Wires at chosen ports, followed through buffers:
Scale bar: 50 um.
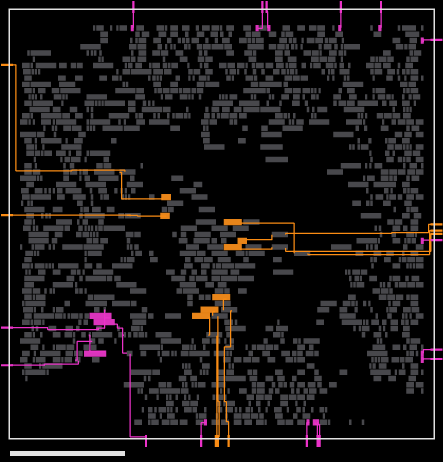
Congestion heat map:
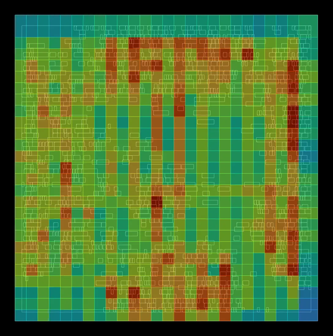
===== src/rtl/coupling_axi_ctrl.sv =====
`default_nettype none
// ============================================================================
// Module   : coupling_axi_ctrl
// Brief    : AXI4-Lite slave for coupling-matrix weights; maps (s, d) to a
//            column K = (d - s - 1) mod N and drives the shared column bus.
// Revision : 1.0 - initial release
// ============================================================================
module coupling_axi_ctrl #(
    parameter int N       = 8,
    parameter int IDX_W   = 3,
    parameter int RD_WAIT = 2
) (
    input  logic              clk,
    input  logic              axi_rst,
    input  logic [31:0]       s_awaddr,
    input  logic              s_awvalid,
    output logic              s_awready,
    input  logic [31:0]       s_wdata,
    input  logic              s_wvalid,
    output logic              s_wready,
    output logic [1:0]        s_bresp,
    output logic              s_bvalid,
    input  logic              s_bready,
    input  logic [31:0]       s_araddr,
    input  logic              s_arvalid,
    output logic              s_arready,
    output logic [31:0]       s_rdata,
    output logic [1:0]        s_rresp,
    output logic              s_rvalid,
    input  logic              s_rready,
    output logic              col_wready,
    output logic [N-1:0]      col_wr_match,
    output logic [15:0]       col_s_addr,
    output logic [15:0]       col_d_addr,
    output logic [31:0]       col_wdata,
    input  logic [32*N-1:0]   col_rdata
);
    localparam int             c_cnt_w   = (RD_WAIT > 1) ? $clog2(RD_WAIT) : 1;
    localparam logic [c_cnt_w-1:0] c_rd_init = c_cnt_w'(RD_WAIT - 1);
    localparam logic [IDX_W:0] c_n       = (IDX_W + 1)'(N);

    localparam logic [2:0] c_st_idle      = 3'd0;
    localparam logic [2:0] c_st_wr_strobe = 3'd1;
    localparam logic [2:0] c_st_wr_resp   = 3'd2;
    localparam logic [2:0] c_st_rd_settle = 3'd3;
    localparam logic [2:0] c_st_rd_resp   = 3'd4;

    logic [2:0]         r_state, w_next_state;
    logic [IDX_W-1:0]   r_s, r_d;
    logic [31:0]        r_wdata, r_rdata;
    logic               r_err;
    logic [c_cnt_w-1:0] r_cnt;
    logic [1:0]         r_bresp, r_rresp;

    logic [IDX_W-1:0]   w_aw_s, w_aw_d, w_ar_s, w_ar_d, w_k;
    logic               w_aw_err, w_ar_err, w_wr_go, w_rd_go;
    logic [IDX_W:0]     w_diff, w_k_full;
    logic [N-1:0]       w_onehot;
    logic [31:0]        w_col_sel;
    logic               w_unused;

    assign w_aw_s   = s_awaddr[2 +: IDX_W];
    assign w_aw_d   = s_awaddr[2 + IDX_W +: IDX_W];
    assign w_ar_s   = s_araddr[2 +: IDX_W];
    assign w_ar_d   = s_araddr[2 + IDX_W +: IDX_W];
    assign w_aw_err = ({1'b0, w_aw_s} >= c_n) || ({1'b0, w_aw_d} >= c_n);
    assign w_ar_err = ({1'b0, w_ar_s} >= c_n) || ({1'b0, w_ar_d} >= c_n);

    // Readies are gated by reset so every output reads zero while it is held.
    assign w_wr_go  = !axi_rst && (r_state == c_st_idle) && s_awvalid && s_wvalid;
    assign w_rd_go  = !axi_rst && (r_state == c_st_idle) && s_arvalid
                      && !(s_awvalid && s_wvalid);
    assign s_awready = w_wr_go;
    assign s_wready  = w_wr_go;
    assign s_arready = w_rd_go;

    // A negative difference sets the extra MSB; adding N wraps it into range.
    assign w_diff   = {1'b0, r_d} - {1'b0, r_s} - {{IDX_W{1'b0}}, 1'b1};
    assign w_k_full = w_diff[IDX_W] ? (w_diff + c_n) : w_diff;
    assign w_k      = w_k_full[IDX_W-1:0];
    assign w_onehot = {{(N-1){1'b0}}, 1'b1} << w_k;

    always_comb begin
        w_col_sel = '0;
        for (int k = 0; k < N; k++) begin
            if (w_k == IDX_W'(k)) begin
                w_col_sel = col_rdata[32*k +: 32];
            end
        end
    end

    always_ff @(posedge clk or posedge axi_rst) begin
        if (axi_rst) begin
            r_state <= c_st_idle;
        end else begin
            r_state <= w_next_state;
        end
    end

    always_comb begin
        w_next_state = r_state;
        case (r_state)
            c_st_idle: begin
                if (w_wr_go) begin
                    w_next_state = c_st_wr_strobe;
                end else if (w_rd_go) begin
                    w_next_state = c_st_rd_settle;
                end
            end
            c_st_wr_strobe: w_next_state = c_st_wr_resp;
            c_st_wr_resp:   if (s_bready) w_next_state = c_st_idle;
            c_st_rd_settle: if (r_cnt == '0) w_next_state = c_st_rd_resp;
            c_st_rd_resp:   if (s_rready) w_next_state = c_st_idle;
            default:        w_next_state = c_st_idle;
        endcase
    end

    always_comb begin
        s_bvalid     = 1'b0;
        s_rvalid     = 1'b0;
        col_wready   = 1'b0;
        col_wr_match = '0;
        case (r_state)
            c_st_wr_strobe: begin
                col_wready   = !r_err;
                col_wr_match = r_err ? '0 : w_onehot;
            end
            c_st_wr_resp:   s_bvalid = 1'b1;
            c_st_rd_settle: col_wr_match = r_err ? '0 : w_onehot;
            c_st_rd_resp:   s_rvalid = 1'b1;
            default: ;
        endcase
    end

    always_ff @(posedge clk or posedge axi_rst) begin
        if (axi_rst) begin
            r_s     <= '0;
            r_d     <= '0;
            r_wdata <= '0;
            r_err   <= 1'b0;
            r_cnt   <= '0;
            r_bresp <= 2'b00;
            r_rresp <= 2'b00;
            r_rdata <= '0;
        end else begin
            if (w_wr_go) begin
                r_s     <= w_aw_s;
                r_d     <= w_aw_d;
                r_wdata <= s_wdata;
                r_err   <= w_aw_err;
                r_bresp <= w_aw_err ? 2'b10 : 2'b00;
            end else if (w_rd_go) begin
                r_s   <= w_ar_s;
                r_d   <= w_ar_d;
                r_err <= w_ar_err;
                r_cnt <= c_rd_init;
            end
            if (r_state == c_st_rd_settle) begin
                if (r_cnt == '0) begin
                    r_rdata <= r_err ? 32'd0 : w_col_sel;
                    r_rresp <= r_err ? 2'b10 : 2'b00;
                end else begin
                    r_cnt <= r_cnt - 1'b1;
                end
            end
        end
    end

    assign s_bresp    = r_bresp;
    assign s_rresp    = r_rresp;
    assign s_rdata    = r_rdata;
    assign col_s_addr = 16'(r_s);
    assign col_d_addr = 16'(r_d);
    assign col_wdata  = r_wdata;

    assign w_unused = ^{s_awaddr[31:2+2*IDX_W], s_awaddr[1:0],
                        s_araddr[31:2+2*IDX_W], s_araddr[1:0], w_k_full[IDX_W]};

endmodule
`default_nettype wire


===== config.mk =====
export PLATFORM = sky130hd
export DESIGN_NAME = coupling_axi_ctrl
export DESIGN_NICKNAME = d
export VERILOG_FILES = /design/src/rtl/coupling_axi_ctrl.sv
export SDC_FILE = /design/constraint.sdc
export NUM_CORES = 1
export LEC_CHECK = 0
export ABC_AREA = 1
export CORE_AREA = 4 4 180 182
export DETAILED_ROUTE_END_ITERATION = 16
export DIE_AREA = 0 0 184 186
export PLACE_DENSITY = 0.5
export SETUP_SLACK_MARGIN = 0.1
export SYNTH_ARGS = -nofsm -noshare
export SYNTH_HDL_FRONTEND = slang
export SYNTH_SLANG_ARGS = --single-unit

===== constraint.sdc =====
create_clock -name clk -period 2.1 [get_ports clk]
set_input_delay 0.42 -clock clk [delete_from_list [all_inputs] [get_ports clk]]
set_output_delay 0.42 -clock clk [all_outputs]
set_load 0.05 [all_outputs]

==> impl_metrics.py <==
# Generated from Yosys and OpenROAD reports
metrics = {
    "run_status": {
        "outcome": "finished, violations left",
        "violations": "setup timing",
    },
    "timing": {
        "fmax_ghz": 0.378,
        "fin_setup_tns_ps": -16280,
        "period_used_pct": 126,
        "skew_ps": 10.9,
        "hold_viol": 0,
        "worst_slew_pin_slew_ps": 576,
        "worst_slack_ps": -546,
        "setup_violations": 40,
        "whs_ps": 478,
        "maxSlewHeadroom_pct": 61.5,
    },
    "place": {
        "io_buffers": 390,
        "dpl_cell_area_um2": 10700,
        "dp_slack_ps": -465,
        "dp_cells": 1648,
    },
    "job": {
        "drv_cap": 0,
        "warning_count": 81,
    },
    "layout": {
        "lay_top_cells": "clkdlybuf4s50_1, nand2_1, nor2_1",
        "sh_seq_area_pct": 15.3,
        "largestClassByArea": "non-clock buffers",
        "logic_gates": 652,
        "nets": 1678,
        "n_all_inverters": 76,
        "seq_area_um2": 1860,
        "final_core_util_pct": 39.7,
        "layout_top_cell": "clkdlybuf4s50_1",
        "fillers": 3127,
        "final_cells": 1718,
        "buf_share_pct": 45.7,
        "design_area_um2": 12100,
    },
    "setup_path": {
        "reg2reg_depth": 15,
        "path_max_fanout": 5,
        "worstPathArrival_ps": 2230,
        "crit_path_start": "r_s[0]",
        "critPathSlowestCell": "fa_2",
        "crit_chain": "inv_2 -> ha_4 -> fa_2 -> buf_12 -> buf_8 -> nor4_4 -> buf_12",
        "crit_cells": 7,
        "cp_common_cell": "buf_12",
        "endpoint": "col_wr_match[5]",
        "r2r_slack_ps": -440,
        "cpPeakStageDelay_ps": 440,
    },
    "drt": {
        "vias": 7390,
        "drc_errors": 0,
        "ant_nets": 0,
        "wl_met2_um": 16000,
        "drt-vias-per-instance": 4.30,
    },
    "yosys": {
        "ys_async_sr_fraction_pct": 100,
        "ys_seq_share_pct": 32.4,
        "top_cells_by_count": "nand2_1, nor2_1, nand3_1",
        "yosysChipArea_um2": 5720,
        "numSynthFlops": 74,
        "ys_types": 35,
        "topCellsByArea": "dfrtp_1, nand2_1, nand3_1, nor2_1, nand4_1",
    },
    "global_route": {
        "grt-ovfl-total": 0,
        "first_global_vias": 7552,
        "gr-usage-met2_pct": 31.2,
        "grt_pass1_wl_um": 47000,
        "grt.met1_usage_pct": 22.2,
        "grt_usage_pct": 18.1,
    },
    "floorplanning": {
        "ios": 473,
        "taps": 396,
        "rows": 64,
        "core_um2": 30600,
    },
    "clock_network": {
        "post_cts_resized": 90,
        "post_cts_buffers": 38,
        "clockBufferDepth": 2,
        "cts-root-buf": "clkbuf_16",
        "clk_pin_slew_ps": 80,
        "numCtsBuffers": 9,
        "ctsHoldBuffers": 0,
        "tritoncts": "built",
    },
    "power": {
        "total_power_w": 0.0251,
        "power_leakage_nw": 5.66,
    },
}
About 'wires at chosen ports, followed through buffers':
Magenta marks `col_s_addr`, bits 16, direction output, edge 5 top, 5 bottom, 4 right, 2 left, end cells 16, wire 265 um. Orange marks `col_wr_match`, bits 8, direction output, edge 3 bottom, 3 right, 2 left, end cells 8, wire 641 um.

About 'congestion heat map':
gr busiest metal: met2
DR WL/cell: 19.0 um

cells by family after synthesis:
logic type / count (synthesis) / share of synthesized area (%)
flip-flops: 74 / 32.4
buffers and inverters: 161 / 15.1
adder cells (fa/ha/maj): 2 / 0.569
AND/OR/NAND/NOR: 557 / 46.2
AND-OR/OR-AND: 63 / 5.71
other: 1 / 0.0655
sequential cells by signal, summed over array words and instances, names as in the netlist:
register   cells
col_wdata     32
r_cnt          1
r_d            3
r_s            3
r_state        3
s_rdata       32
where the power goes:
group | internal, W | leakage [nW] | switching [W]
clock network | 0.000835 | 0.141 | 0.000765
registers | 0.00211 | 0.895 | 0.000387
logic | 0.00909 | 4.62 | 0.0119
total | 0.0120 | 5.66 | 0.0130
Power and IR drop assume default switching activity.
